**src/rtl/rv_muldiv_unit.sv**
```systemverilog
// Iterative radix-2 RV32M/RV64M multiply/divide unit: shift-add multiply, restoring divide,
// with a single-cycle fast path for divide-by-zero and signed overflow.
module rv_muldiv_unit #(
  parameter int unsigned XLEN = 32
) (
  input  logic            clk,
  input  logic            reset,
  input  logic            start,
  input  logic [2:0]      funct3,
  input  logic [XLEN-1:0] op_a,
  input  logic [XLEN-1:0] op_b,
  output logic            busy,
  output logic            done,
  output logic [XLEN-1:0] result
);

  localparam int unsigned CW = $clog2(XLEN);

  typedef enum logic [1:0] {S_IDLE, S_CALC, S_FIX, S_DONE} state_t;

  state_t            r_state;
  logic [CW-1:0]     r_cnt;
  logic [2:0]        r_f3;
  logic              r_neg;
  logic [XLEN-1:0]   r_b;
  logic [2*XLEN-1:0] r_acc;
  logic [XLEN-1:0]   r_result;
  logic              r_busy;
  logic              r_done;

  logic              w_a_signed, w_b_signed, w_a_neg, w_b_neg, w_neg_start;
  logic [XLEN-1:0]   w_a_mag, w_b_mag;
  logic              w_div0, w_ovf, w_fast;
  logic [XLEN-1:0]   w_fast_res;
  logic [XLEN:0]     w_sum;
  logic [2*XLEN-1:0] w_mul_next;
  logic [XLEN:0]     w_shift;
  logic [XLEN-1:0]   w_diff;
  logic              w_ge;
  logic [2*XLEN-1:0] w_div_next;
  logic [2*XLEN-1:0] w_prod;
  logic [XLEN-1:0]   w_dsel, w_dres, w_fix_res;

  // Operand conditioning at launch: magnitudes plus the sign the final result must carry.
  always_comb begin
    w_a_signed  = (funct3 == 3'b001) || (funct3 == 3'b010) || (funct3 == 3'b100) || (funct3 == 3'b110);
    w_b_signed  = (funct3 == 3'b001) || (funct3 == 3'b100) || (funct3 == 3'b110);
    w_a_neg     = w_a_signed & op_a[XLEN-1];
    w_b_neg     = w_b_signed & op_b[XLEN-1];
    w_a_mag     = w_a_neg ? -op_a : op_a;
    w_b_mag     = w_b_neg ? -op_b : op_b;
    w_div0      = funct3[2] && (op_b == '0);
    w_ovf       = funct3[2] && !funct3[0] && (op_a == {1'b1, {(XLEN-1){1'b0}}}) && (op_b == '1);
    w_fast      = w_div0 || w_ovf;
    w_fast_res  = '0;
    if (w_div0)
      w_fast_res = funct3[1] ? op_a : '1;
    else if (w_ovf)
      w_fast_res = funct3[1] ? '0 : op_a;
    case (funct3)
      3'b001, 3'b100: w_neg_start = w_a_neg ^ w_b_neg;
      3'b010, 3'b110: w_neg_start = w_a_neg;
      default:        w_neg_start = 1'b0;
    endcase
  end

  // Multiply keeps the partial product in the upper half and the multiplier in the lower half;
  // divide reuses the same register as {remainder, dividend/quotient}.
  always_comb begin
    w_sum      = {1'b0, r_acc[2*XLEN-1:XLEN]} + (r_acc[0] ? {1'b0, r_b} : '0);
    w_mul_next = {w_sum, r_acc[XLEN-1:1]};
    w_shift    = {r_acc[2*XLEN-1:XLEN], r_acc[XLEN-1]};
    w_ge       = (w_shift >= {1'b0, r_b});
    w_diff     = w_shift[XLEN-1:0] - r_b;
    w_div_next = w_ge ? {w_diff, r_acc[XLEN-2:0], 1'b1}
                      : {w_shift[XLEN-1:0], r_acc[XLEN-2:0], 1'b0};
  end

  always_comb begin
    w_prod = r_neg ? -r_acc : r_acc;
    w_dsel = r_f3[1] ? r_acc[2*XLEN-1:XLEN] : r_acc[XLEN-1:0];
    w_dres = r_neg ? -w_dsel : w_dsel;
    if (r_f3[2])
      w_fix_res = w_dres;
    else if (r_f3[1:0] == 2'b00)
      w_fix_res = w_prod[XLEN-1:0];
    else
      w_fix_res = w_prod[2*XLEN-1:XLEN];
  end

  always_ff @(posedge clk) begin
    if (reset) begin
      r_state  <= S_IDLE;
      r_cnt    <= '0;
      r_f3     <= '0;
      r_neg    <= 1'b0;
      r_b      <= '0;
      r_acc    <= '0;
      r_result <= '0;
      r_busy   <= 1'b0;
      r_done   <= 1'b0;
    end else begin
      case (r_state)
        S_IDLE, S_DONE: begin
          r_state <= S_IDLE;
          r_busy  <= 1'b0;
          r_done  <= 1'b0;
          if (start) begin
            if (w_fast) begin
              r_result <= w_fast_res;
              r_state  <= S_DONE;
              r_done   <= 1'b1;
            end else begin
              r_f3    <= funct3;
              r_neg   <= w_neg_start;
              r_b     <= w_b_mag;
              r_acc   <= {{XLEN{1'b0}}, w_a_mag};
              r_cnt   <= CW'(XLEN - 1);
              r_state <= S_CALC;
              r_busy  <= 1'b1;
            end
          end
        end
        S_CALC: begin
          r_acc <= r_f3[2] ? w_div_next : w_mul_next;
          if (r_cnt == '0)
            r_state <= S_FIX;
          else
            r_cnt <= r_cnt - 1'b1;
        end
        S_FIX: begin
          r_result <= w_fix_res;
          r_state  <= S_DONE;
          r_busy   <= 1'b0;
          r_done   <= 1'b1;
        end
        default: begin
          r_state <= S_IDLE;
          r_busy  <= 1'b0;
          r_done  <= 1'b0;
        end
      endcase
    end
  end

  assign busy   = r_busy;
  assign done   = r_done;
  assign result = r_result;

endmodule

```
**config.mk**
```make
export PLATFORM = sky130hd
export DESIGN_NAME = rv_muldiv_unit
export DESIGN_NICKNAME = d
export VERILOG_FILES = /design/src/rtl/rv_muldiv_unit.sv
export SDC_FILE = /design/constraint.sdc
export NUM_CORES = 1
export LEC_CHECK = 0
export CAP_MARGIN = 25
export CORE_MARGIN = 2
export CORE_UTILIZATION = 25
export DETAILED_ROUTE_END_ITERATION = 10
export PLACE_DENSITY = 0.37
export SETUP_SLACK_MARGIN = 0.2
export SLEW_MARGIN = 20
export SYNTH_ARGS = -nofsm -noshare
export SYNTH_HDL_FRONTEND = slang
export SYNTH_SLANG_ARGS = --single-unit
```
**constraint.sdc**
```tcl
create_clock -name clk -period 7.6 [get_ports clk]
set_input_delay 1.52 -clock clk [delete_from_list [all_inputs] [get_ports clk]]
set_output_delay 1.52 -clock clk [all_outputs]
set_load 0.005 [all_outputs]
```
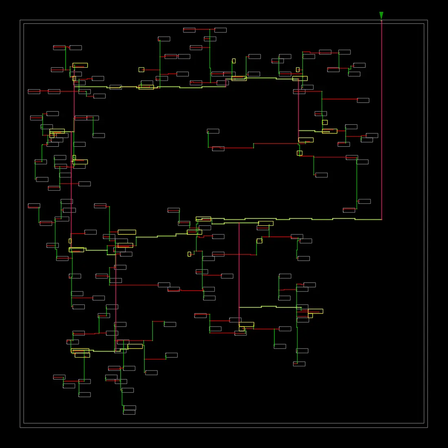
**Above:** clock routing.
number of buffers added by the clock tree synthesis step: 17
clock distribution power: 0.000874 W

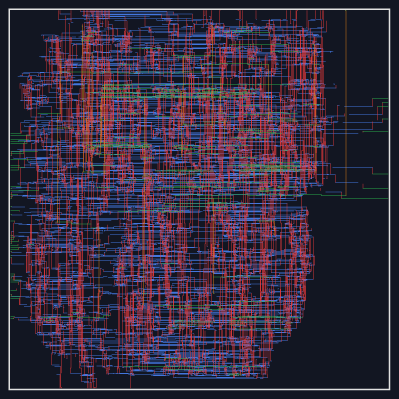
**Above:** signal wires by layer.
(1.5 px per µm)
- metal 4: orange (wire length 1,250 µm)
- metal 3: green (wire length 3,650 µm)
- metal 2: red (wire length 31.0 mm)
- metal 1: blue (wire length 34.4 mm)
Final Routed Wirelength: 70.4 mm
Overall Global Routing Usage: 0.220
total vias in the final route: 16,600

==> impl_metrics.tcl <==
# yosys + openroad results
set metrics [dict create \
    coreArea_um2 61400 \
    achievable-frequency_ghz 0.173 \
    ioPinCount 104 \
    timing.critical_path.arrival_ns 6.20 \
    crit_required_ns 8.04 \
    ys_cells 2162 \
    most_common_cell "nor2_1" \
    grt_max_degree 74 \
    crit_chain "clkdlybuf4s50_1 -> nor4_1 -> nand4_1 -> or4_1 -> buf_4 -> o21ai_1 -> nand2_1 -> o21ai_2 -> nand2_1 -> a2111oi_0 -> a31o_1" \
    synth_area_per_cell_um2 7.14 \
    slowest_delay_ns 0.69 \
    openroad.warnings 30 \
    fp.dieW_um 252 \
    mappedNetlistArea_um2 15400 \
    yosysWarningCount 0 \
    wl_per_cell_um 23.8 \
    clk_transition_reported_paths_ns 0.07 \
    hp-class "register to register" \
    synth.top_cells.by_count "226 x nor2_1, 204 x nand2_1, 195 x a21oi_1" \
    postCtsHoldBufs 0 \
    vias_per_std_cell 5.59 \
    clock_sink_count 141 \
    dp.final_hpwl_mm 53.2 \
    synth.top_cell.area_share 0.183 \
    clock_tree.root_cell "clkbuf_16" \
    synth_net_count 2308 \
    clock_latency_reported_for_the_late_side_of_the_worst_skew_pair_ns 0.50 \
    tritoncts "done" \
    area_leaders "dfxtp_1 18%, mux2i_1 6.6%, a21oi_1 6.3%, xnor2_1 6.1%, ha_1 6.0%" \
    drc_errors 0 \
    end_kind "register" \
    synthToLayoutAreaGrowth_pct 14.9 \
    max-clock-path-buffers 2 \
    crit_path_most_repeated_cell "nand2_1" \
    post_cts_buffers 0 \
    final_nets 2302 \
    synth-seq-cells 141 \
    yosysChipArea_um2 15400 \
    grt_first_pass_wirelength_mm 106 \
    crit_family "simple AND/OR/NAND/NOR gates" \
    worst-setup-path-type "input pin to register" \
    detail_route.first_pass.iterations 7 \
    critical_path.n_buffers_inverters 2 \
    final_cell_count_no_fill 2959 \
    synthesis.instances 2162 \
    placed_cells_incl_taps 2927 \
    fp.dieArea_um2 63700 \
    critical_path.startpoint_type "input pin" \
    asyncSetResetFlopFracSynth 0 \
    htreeDepth 4 \
    crit_fanout 14 \
    worst-slew-pin-transition_ns 1.13 \
    final_hold_viols 0 \
    rsz0062_at_grt "no" \
    gp_congestion 0.858 \
    number_of_antenna_violations_at_the_first_check_in_global_routing 0 \
    relSlewSlack 0.242 \
    synth-edff-count 0 \
    slew_violations 0 \
    ys_seq_frac 0.183 \
    dominantRegCellSynth "dfxtp_1" \
    antenna_left 0 \
    core_utilization_before_placement 0.251 \
    timing.final.crit_share 0.759 \
    final_layout_size_suffix_gt1_frac 0.0609 \
    grt_pass1_vias 15900 \
    die_ht_um 252 \
    timing.max_cap.violations 0 \
    floorplan.rows 91 \
    drt_iter0_markers 1459 \
    clock-skew-final_ns 0.0339 \
    global_route.overflow_total 0 \
    outcome "finished, final reports clean" \
    fin_tns_setup_ns 0 \
    cts_repair_resized_insts 0 \
    antenna-diode-count 0 \
    power_per_cell_area_nw_per_um2 304 \
    timing.final.setup_violations 0 \
    power_leakage_nw 6.49 \
    synth_cell_types 88 \
    fin_crit_ns 5.77 \
    place.port_buffers 103 \
    top_area_cell "dfxtp_1" \
    critical_path.slowest_cell "o21ai_2" \
    vdd_drop_max_mv 0.169 \
]
[tightest hold or removal path: cells and delay by family (launching register included)]
kind | cells | cell delay [ns]
simple gates | 1 | 0.06
compound gates | 1 | 0.05
flops | 1 | 0.31
[worst paths after layout]
kind                                start          to  slack [ns]  depth (start not counted)
worst max-delay path              op_a[3]  result[21]        1.83                         11
worst min-delay path                 busy        busy        0.47                          2
worst max register to register  r_acc[31]   r_acc[62]        2.56                         13
worst min register to register       busy        busy        0.47                          2
[cell type report]
cell class / count / area (µm²)
inverters: 65 / 244
fillers: 6724 / 43600
clock buffers: 18 / 429
clock inverters: 14 / 144
flip-flops and latches: 141 / 2830
multi-input cells: 1781 / 11700
well taps: 790 / 988
repair buffers: 150 / 1380
[where the power goes]
part | internal [W] | switching, W
registers | 0.000911 | 0.000292
clock network | 0.000482 | 0.000392
logic | 0.00117 | 0.00215
total | 0.00256 | 0.00284
[cell families (layout without fill, tap and decap cells)]
kind of cell,after synthesis,count (layout),synth area share
XOR/XNOR,170,170,0.0965
AND-OR/OR-AND,683,683,0.293
buffers and inverters,240,247,0.0608
flip-flops,141,141,0.183
adder cells (fa/ha/maj),76,76,0.0626
multiplexers,116,116,0.0764
AND/OR/NAND/NOR,736,736,0.228
[per-layer routing]
layer	global-route usage	vias to the layer above	part of all wire
met2	0.339	492	0.44
met5	0	-	0
met1	0.318	8050	0.49
li1	-	7956	-
met4	0.0541	0	0.018
met3	0.0340	55	0.052
[state kept, by name, indices dropped and copies added (netlist names)]
name,flops
result,32
r_f3,3
r_b,32
r_neg,1
done,1
r_cnt,5
r_state,2
busy,1
r_acc,64
[per-stage QoR]
stage	setup slack, ns	instance area [µm²]	hold slack, ns	power [W]	util
6_report	1.83	17700	0.474	0.00540	0.289
5_1_grt	1.52	17700	0.486	0.00579	0.289
4_1_cts	1.94	17700	0.475	0.00539	0.289
3_5_place_dp	1.43	17200	0.453	0.00448	0.280
3_3_place_gp	1.61	17200	0.461	0.00449	0.279
2_1_floorplan	3.45	15400	0.448	0.00336	-
[cell usage in the layout (no fill, tap or decap), drive strengths merged, types with 10 or more instances in the layout]
cell type,n
a21oi,198
nor2,226
and2,11
nand3,41
o21ai,115
or4,15
xnor2,107
nand2,204
o31ai,28
xor2,63
inv,65
or3,13
nor3b,11
o22ai,11
a31oi,27
nor3,68
a211oi,59
o41ai,18
buf,48
nand4,29
mux2i,101
clkbuf,18
nand2b,26
a2111oi,11
mux2,15
dfxtp,141
a21o,44
a311oi,12
o211ai,52
ha,74
and3,16
clkdlybuf4s50,102
clkinv,10
nor4,36
nor2b,19
Power figures rest on the tool's default switching activity, not on a simulated workload.
